File: src/rtl/bcd_pkg.sv
// rtl/bcd_pkg.sv - shared digit codes, converter state type and pow10 helper
package bcd_pkg;

  localparam logic [3:0] DIGIT_BLANK = 4'd10;
  localparam logic [3:0] DIGIT_DASH  = 4'd11;

  typedef enum logic [1:0] {
    IDLE  = 2'd0,
    SHIFT = 2'd1,
    FINAL = 2'd2
  } state_t;

  // 10^n evaluated at elaboration to size the display range
  function automatic logic [63:0] pow10(input int n);
    logic [63:0] r;
    r = 64'd1;
    for (int i = 0; i < n; i++) begin
      r = r * 64'd10;
    end
    return r;
  endfunction

endpackage

File: src/rtl/bcd_add3.sv
// rtl/bcd_add3.sv - double-dabble correction: add 3 to a nibble that is 5 or more
module bcd_add3 (
  input  logic [3:0] nib_in,
  output logic [3:0] nib_out
);

  // pre-shift correction so the nibble carries into the next decade after doubling
  always_comb begin
    nib_out = (nib_in >= 4'd5) ? (nib_in + 4'd3) : nib_in;
  end

endmodule

File: src/rtl/bin_to_bcd_digits.sv
// rtl/bin_to_bcd_digits.sv - iterative binary to BCD digit codes; optional BCD_LEADING_ZERO_BLANK_EN
module bin_to_bcd_digits
  import bcd_pkg::*;
#(
  parameter int IN_W     = 16,
  parameter int N_DIGITS = 5
) (
  input  logic                  clk,
  input  logic                  rst,
  input  logic                  start,
  input  logic [IN_W-1:0]       bin,
  output logic                  busy,
  output logic                  done,
  output logic [4*N_DIGITS-1:0] digits
);

  localparam int          BCD_W   = 4 * N_DIGITS;
  localparam int          CNT_W   = $clog2(IN_W + 1);
  localparam logic [63:0] MAX_VAL = pow10(N_DIGITS) - 64'd1;

  state_t           state;
  state_t           state_next;
  logic [IN_W-1:0]  shreg;
  logic [BCD_W-1:0] bcd;
  logic [BCD_W-1:0] bcd_adj;
  logic [BCD_W-1:0] result;
  logic [CNT_W-1:0] cnt;
  logic             ovf;

  for (genvar k = 0; k < N_DIGITS; k++) begin : g_add3
    bcd_add3 u_add3 (
      .nib_in  (bcd[4*k +: 4]),
      .nib_out (bcd_adj[4*k +: 4])
    );
  end

  // state register
  always_ff @(posedge clk) begin
    if (rst) begin
      state <= IDLE;
    end else begin
      state <= state_next;
    end
  end

  // next state and busy; start is only looked at in IDLE so it never queues
  always_comb begin
    state_next = state;
    busy       = (state != IDLE);
    case (state)
      IDLE:    if (start) state_next = SHIFT;
      SHIFT:   if (cnt == CNT_W'(1)) state_next = FINAL;
      FINAL:   state_next = IDLE;
      default: state_next = IDLE;
    endcase
  end

  // final digit codes: dashes on overflow, otherwise the BCD result
  always_comb begin
`ifdef BCD_LEADING_ZERO_BLANK_EN
    logic lead;
    result = bcd;
    lead   = 1'b1;
    // blank zeros above the most significant non-zero digit; digit 0 always shows
    for (int k = N_DIGITS - 1; k > 0; k--) begin
      if (lead && (bcd[4*k +: 4] == 4'd0)) begin
        result[4*k +: 4] = DIGIT_BLANK;
      end else begin
        lead = 1'b0;
      end
    end
`else
    result = bcd;
`endif
    if (ovf) begin
      result = {N_DIGITS{DIGIT_DASH}};
    end
  end

  // datapath: capture, one shift step per edge, publish on the FINAL edge
  always_ff @(posedge clk) begin
    if (rst) begin
      shreg  <= '0;
      bcd    <= '0;
      cnt    <= '0;
      ovf    <= 1'b0;
      done   <= 1'b0;
      digits <= {N_DIGITS{DIGIT_BLANK}};
    end else begin
      done <= 1'b0;
      case (state)
        IDLE: begin
          if (start) begin
            shreg <= bin;
            bcd   <= '0;
            cnt   <= CNT_W'(IN_W);
            ovf   <= (64'(bin) > MAX_VAL);
          end
        end
        SHIFT: begin
          {bcd, shreg} <= {bcd_adj, shreg} << 1;
          cnt          <= cnt - CNT_W'(1);
        end
        FINAL: begin
          digits <= result;
          done   <= 1'b1;
        end
        default: ;
      endcase
    end
  end

endmodule

File: config.mk
export PLATFORM = sky130hd
export DESIGN_NAME = bin_to_bcd_digits
export DESIGN_NICKNAME = d
export VERILOG_FILES = /design/src/rtl/bcd_pkg.sv /design/src/rtl/bcd_add3.sv /design/src/rtl/bin_to_bcd_digits.sv
export SDC_FILE = /design/constraint.sdc
export NUM_CORES = 1
export LEC_CHECK = 0
export CAP_MARGIN = 20
export CORE_MARGIN = 10
export CORE_UTILIZATION = 40
export CTS_CLUSTER_DIAMETER = 50
export DETAILED_ROUTE_END_ITERATION = 6
export DONT_BUFFER_PORTS = 1
export GPL_TIMING_DRIVEN = 0
export PLACE_DENSITY_LB_ADDON = 0.3
export SLEW_MARGIN = 40
export SYNTH_ARGS = -nofsm -noshare
export SYNTH_HDL_FRONTEND = slang
export SYNTH_HIERARCHICAL = 1
export SYNTH_SLANG_ARGS = --single-unit
File: constraint.sdc
create_clock -name clk -period 3.45 [get_ports clk]
set_input_delay 0.69 -clock clk [delete_from_list [all_inputs] [get_ports clk]]
set_output_delay 0.69 -clock clk [all_outputs]
set_load 0.005 [all_outputs]
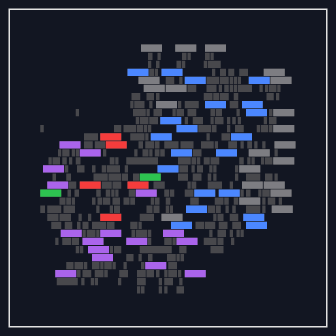
(run_1/registers.png)
Other sequential cells in the stronger gray, the rest of the logic in the fainter gray.
netlist name	color	sequential cells
bcd	blue	20
state	green	2
shreg	purple	16
cnt	red	5
not colored	21
fin util: 46.2%
fraction of area in registers: 38.1%
Power Sequential: 786 uW

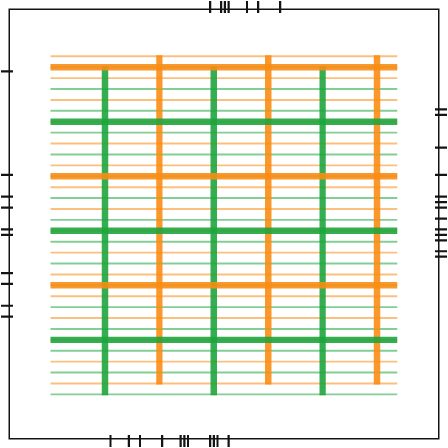
(run_1/pdn.png)
Pins as bars on the die edge.
net	color
VSS	green
VDD	orange
rows	31
met4 straps	6
met1 rails	32
signal pins	41
Die Y: 107 um
area of the core: 7290 um2
worst vdd ir: 269 uV

==> metrics.csv, run 1 <==
stage,metric,value,unit
global_routing,gr usage total,12.6,%
power_and_ir_drop,clock network power share,44.0,%
power_and_ir_drop,sequential power share,46.9,%
routing,vias,2383,
logic_synthesis,synthesized area per cell,8.48,um2
place,Port Buffer Count,0,
timing,final worst path period share,58.8,%
routing,Highest Signal Layer,met4,
worst_setup_path,crit path cell chain,"buf_6, buf_2, nor2_1, inv_1",
hold_path,Hold Path End,shreg[0],
timing,RSZ-0062 raised after global routing,no,
global_routing,routing usage on met3,5.87,%
floorplan,Die Size,11400,um2
cts,Resized Gates After CTS,0,
routing,met3 wire length,518,um
final_layout,layout cells sized above 1,10.5,%
final_layout,non-clk buf share,4.42,%
worst_setup_path,Worst Path Arrival,1.34,ns
final_layout,number of non-clock buffers in the layout,23,
final_layout,Top cell excl fill/tap,nand2_1,
cts,CTS tree,built,
run_status,outcome,"finished, final reports clean",
timing,setup violators final,0,
place,Final GP Congestion,0.793,
final_layout,Multi-In Gates,244,
worst_setup_path,worst-path fanout max,10,
final_layout,comb. cell area,1490,um2
cts,clock slew at reported path FFs,0.07,ns
final_layout,most frequent cells in the layout,"nand2_1, dfxtp_1, nor2_1",
place,Post-DP HPWL,4.72,mm
place,"worst slack, placed",1.62,ns
worst_setup_path,Critical R2R Capture,bcd[6],
job,number of max-cap violations,0,
final_layout,count of non-filler cells in the finished layout,470,
power_and_ir_drop,Comb power,152,uW
timing,Max Slew Vio Count,0,
worst_setup_path,kind of cell adding the most delay to the critical path,buffers and inverters,
routing,WL final,6.62,mm
job,total tool warning count,32,
worst_setup_path,Worst EP required,2.76,ns
final_layout,Comb area share,44.3,%
power_and_ir_drop,Int Power,1280,uW
place,# placed instances,454,
worst_setup_path,class of the most critical setup path,register to output port,
routing,Post-DRT Antenna Nets,0,
floorplan,Initial Util,41.3,%
power_and_ir_drop,Pwr Density,498,nW/um2
power_and_ir_drop,Comb pwr share,9.1,%
final_layout,register area,1280,um2
timing,Worst Skew,0.0105,ns
floorplan,tap cell count,99,
cts,H-tree Lvls,3,
cts,clk sinks,64,
cts,postcts setup bufs,0,
worst_setup_path,Worst R2R Setup Slack,2.03,ns
worst_setup_path,R2R Path Start,bcd[5],
global_routing,met2 Resource Use GR,20.1,%
logic_synthesis,Gate Count Post-Synth,355,
cts,hold_buf cts,0,
power_and_ir_drop,Overall Power,1680,uW
final_layout,design area,3370,um2
global_routing,largest net degree at the start of global routing,12,
hold_path,Hold WC Path Type,register to register,
hold_path,hold_sp,shreg[0],
worst_setup_path,Crit path depth,4,
timing,FMAX,0.493,GHz
global_routing,most used routing layer,met2,
logic_synthesis,Mapped Nets,386,
timing,final worst slack,1.42,ns
final_layout,Area Overhead vs Synth,11.8,%
floorplan,Die Width,107,um
final_layout,ClkCell Share,6.88,%
worst_setup_path,critical path capture point type,output port,
final_layout,top cell category,combinational gates,
routing,drt first pass iters,4,
final_layout,Filler cells,761,
global_routing,vias in the first global route,2378,
worst_setup_path,R2R depth,6,
timing,fin crit period,2.03,ns
timing,Rel. slew slack,63.8,%
global_routing,"Remaining Overflow, GRT",0,
final_layout,largest registers,"bcd x20, digits x20, shreg x16",
floorplan,IO Pins,41,
worst_setup_path,slowest cell on the critical path,dfxtp_1,
timing,Final Hold Viols,0,
floorplan,row count,31,
routing,drt via density,5.07,
timing,setup_tns,0,ns
logic_synthesis,mapped cell area,3010,um2
worst_setup_path,Startpoint Class,register,
place,Area after DPL,3130,um2
worst_setup_path,Worst Setup EP,busy,
final_layout,Post-layout nets,397,
worst_setup_path,worst path bufs/invs,3,
logic_synthesis,Syn. warnings,6,
global_routing,met1 Track Usage GR,14.7,%
worst_setup_path,worst stage delay on the critical path,0.42,ns
power_and_ir_drop,Main power group,registers,
global_routing,initial antenna violation count,0,
timing,final hold slack,0.478,ns
power_and_ir_drop,switching portion of total power,23.6,%
timing,Slew @ Worst Pin,0.543,ns
cts,CTS root buffer,clkbuf_8,
global_routing,first-pass GRT wire length,11.6,mm
final_layout,Antenna Cells,0,
routing,initial drt markers,122,
worst_setup_path,crit path from,state[0],
power_and_ir_drop,Static Leak,0.00141,uW
power_and_ir_drop,Sw Pwr,395,uW
routing,met1 WL,2.91,mm
cts,CTS buffer count,9,
cts,largest buffer count on any clock path,2,
routing,met2 WL,3.13,mm
routing,DRC viols,0,
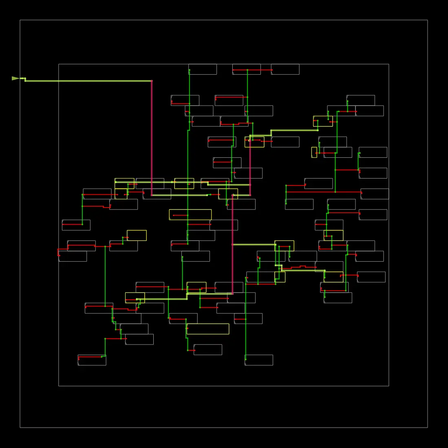
(run_1/final_clocks.png)
clock network power: 738 uW
Clk Latency, worst-skew pair: 0.34 ns
CLK BUF: 12

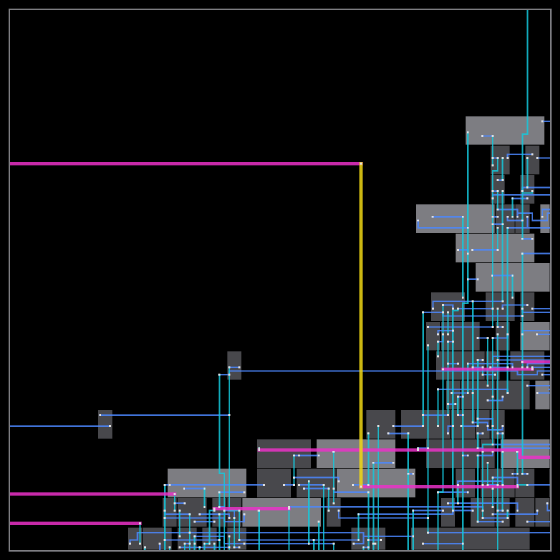
(run_1/zoom.png)
Window x 2 to 52, y 55 to 105 um. Cells in gray, sequential cells in the stronger gray; small squares are vias.
layer	color
met3	magenta
met2	cyan
met1	blue
met4	yellow
netlist names of flops here include	digits (3), bcd (2), cnt (2)
most frequent	nand2_1 (11), dfxtp_1 (9), nor2_1 (5)
cells with their middle in the window	60
sequential cells in the window	9

==> run_1/gate_families.png <==
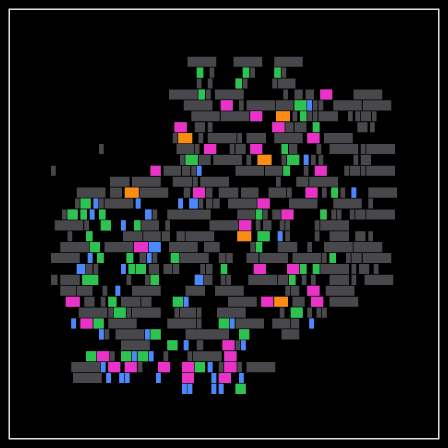

==> run 1 -> run 2 <==
clock period = 1.7 ns   (was 3.45 ns; I/O delays follow)
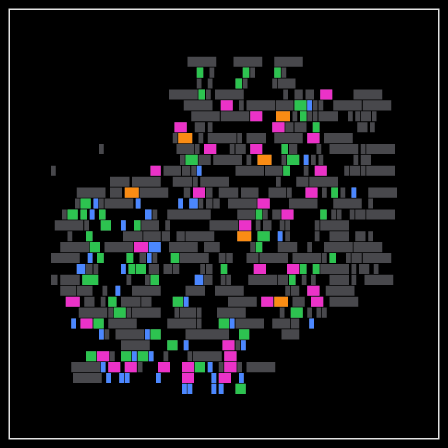
(run_2/gate_families.png)
family	color	cells	most used
inverting AOI/OAI gates	green	51	a21oi_1
multiplexers	orange	6	mux2i_1
NOR gates	blue	41	nor2_1
AND-OR and OR-AND gates	magenta	33	a22o_1
Comb area share: 44.3%
Top cell excl fill/tap: nand2_1
count of non-filler cells in the finished layout: 469

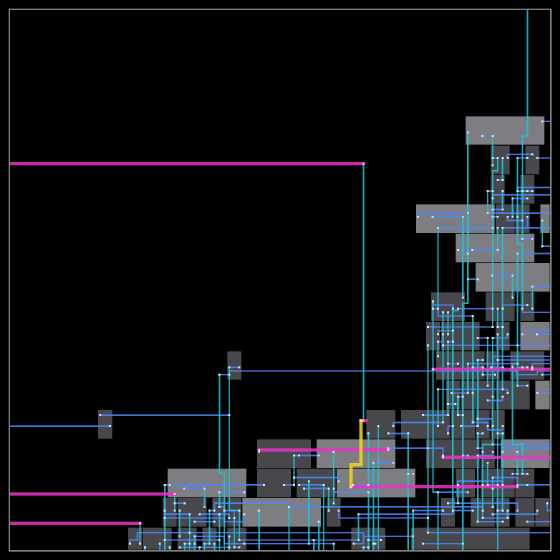
(run_2/zoom.png)
Window x 2 to 52, y 55 to 105 um. Cells in gray, sequential cells in the stronger gray; small squares are vias.
layer	color
met1	blue
met3	magenta
met4	yellow
met2	cyan
cells with their middle in the window	60
most frequent	nand2_1 (11), dfxtp_1 (9), nor2_1 (5)
netlist names of flops here include	digits (3), bcd (2), cnt (2)
sequential cells in the window	9

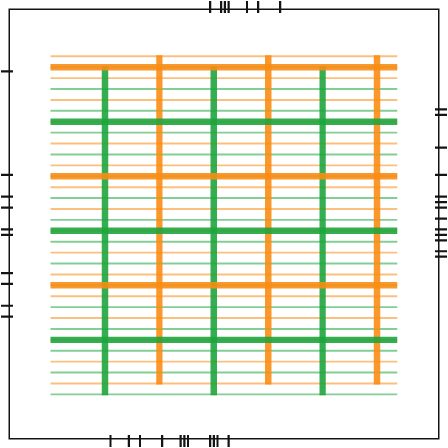
(run_2/pdn.png)
Pins as bars on the die edge.
Die Width: 107 um
worst vdd ir: 544 uV

==> metrics.csv, run 2 <==
stage,metric,value,unit,change
run_status,outcome,"finished, final reports clean",,
final_layout,register area,1280,um2,unchanged
routing,WL final,6.60,mm,-0.39%
routing,initial drt markers,119,,-2.5%
power_and_ir_drop,Pwr Density,1010,nW/um2,+100%
place,Area after DPL,3130,um2,unchanged
worst_setup_path,Critical R2R Capture,bcd[10],,
timing,setup violators final,0,,unchanged
cts,Resized Gates After CTS,0,,unchanged
worst_setup_path,worst stage delay on the critical path,0.42,ns,about the same
power_and_ir_drop,Comb power,306,uW,+100%
final_layout,fraction of area in registers,38.1,%,+0.057 points
global_routing,largest net degree at the start of global routing,20,,+8
hold_path,Hold WC Path Type,input port to register,,
timing,final worst slack,0.222,ns,-1.20 ns
logic_synthesis,mapped cell area,3010,um2,unchanged
place,Final GP Congestion,0.793,,unchanged
final_layout,Post-layout nets,396,,-0.25%
power_and_ir_drop,Main power group,registers,,
timing,setup_tns,0,ns,unchanged
floorplan,area of the core,7290,um2,unchanged
timing,Final Hold Viols,0,,unchanged
routing,drt first pass iters,4,,unchanged
power_and_ir_drop,Static Leak,0.00141,uW,-0.32%
global_routing,first-pass GRT wire length,11.5,mm,-0.48%
timing,final worst path period share,86.9,%,
place,# placed instances,454,,unchanged
worst_setup_path,slowest cell on the critical path,dfxtp_1,,
floorplan,IO Pins,41,,unchanged
timing,FMAX,0.677,GHz,
job,total tool warning count,32,,unchanged
routing,met1 WL,2.97,mm,+2.3%
floorplan,tap cell count,99,,unchanged
final_layout,non-clk buf share,4.28,%,-0.14 points
final_layout,ClkCell Share,6.89,%,+0.010 points
global_routing,met1 Track Usage GR,14.6,%,-0.11 points
floorplan,Initial Util,41.3,%,unchanged
cts,largest buffer count on any clock path,2,,unchanged
timing,Max Slew Vio Count,0,,unchanged
timing,Rel. slew slack,63.6,%,-0.16 points
worst_setup_path,worst path bufs/invs,2,,-1
routing,met2 WL,3.14,mm,+0.48%
hold_path,Hold Path End,shreg[13],,
global_routing,"Remaining Overflow, GRT",0,,unchanged
worst_setup_path,class of the most critical setup path,register to output port,,
worst_setup_path,R2R Path Start,bcd[9],,
place,Post-DP HPWL,4.72,mm,unchanged
cts,"Clk Latency, worst-skew pair",0.34,ns,about the same
timing,Worst Skew,0.0112,ns,+0.000764 ns
power_and_ir_drop,Sw Pwr,792,uW,+100%
worst_setup_path,kind of cell adding the most delay to the critical path,flip-flops,,
final_layout,largest registers,"bcd x20, digits x20, shreg x16",,
final_layout,design area,3360,um2,-0.15%
cts,H-tree Lvls,3,,unchanged
hold_path,hold_sp,bin[13],,
timing,final hold slack,0.148,ns,-0.330 ns
cts,CTS buffer count,9,,unchanged
logic_synthesis,Mapped Nets,386,,unchanged
routing,DRC viols,0,,unchanged
routing,Post-DRT Antenna Nets,0,,unchanged
power_and_ir_drop,sequential power share,47.1,%,+0.2 points
power_and_ir_drop,switching portion of total power,23.4,%,-0.22 points
power_and_ir_drop,Int Power,2600,uW,+100%
worst_setup_path,Startpoint Class,register,,
cts,clk sinks,64,,unchanged
power_and_ir_drop,Comb pwr share,9.0,%,about the same
worst_setup_path,Worst EP required,1.36,ns,-1.40 ns
global_routing,vias in the first global route,2368,,-0.42%
place,"worst slack, placed",0.225,ns,-1.40 ns
final_layout,layout cells sized above 1,10.3,%,-0.24 points
worst_setup_path,worst-path fanout max,19,,+9
power_and_ir_drop,Overall Power,3390,uW,+100%
final_layout,fin util,46.1,%,-0.069 points
final_layout,Filler cells,761,,unchanged
global_routing,routing usage on met3,5.87,%,unchanged
routing,met3 wire length,473,um,-8.7%
final_layout,Antenna Cells,0,,unchanged
global_routing,initial antenna violation count,0,,unchanged
worst_setup_path,critical path capture point type,output port,,
timing,RSZ-0062 raised after global routing,no,,
worst_setup_path,crit path from,state[0],,
global_routing,met2 Resource Use GR,19.9,%,-0.13 points
worst_setup_path,crit path cell chain,"buf_6, nor2_1, inv_1",,
routing,vias,2376,,-0.29%
final_layout,Area Overhead vs Synth,11.6,%,
routing,drt via density,5.07,,about the same
logic_synthesis,synthesized area per cell,8.48,um2,unchanged
floorplan,Die Size,11400,um2,unchanged
power_and_ir_drop,clock network power share,43.9,%,about the same
worst_setup_path,R2R depth,6,,unchanged
job,number of max-cap violations,0,,unchanged
cts,hold_buf cts,0,,unchanged
power_and_ir_drop,Power Sequential,1600,uW,+100%
logic_synthesis,Gate Count Post-Synth,355,,unchanged
worst_setup_path,Worst Path Arrival,1.14,ns,-0.20 ns
logic_synthesis,Syn. warnings,6,,unchanged
power_and_ir_drop,clock network power,1490,uW,+100%
floorplan,row count,31,,unchanged
cts,clock slew at reported path FFs,0.07,ns,about the same
final_layout,Multi-In Gates,244,,unchanged
place,Port Buffer Count,0,,unchanged
routing,Highest Signal Layer,met4,,
final_layout,most frequent cells in the layout,"nand2_1, dfxtp_1, nor2_1",,
cts,CTS tree,built,,
global_routing,most used routing layer,met2,,
final_layout,comb. cell area,1490,um2,unchanged
final_layout,CLK BUF,12,,unchanged
timing,Slew @ Worst Pin,0.546,ns,+0.00240 ns
final_layout,top cell category,combinational gates,,
timing,fin crit period,1.48,ns,
Power and IR drop assume default switching activity.
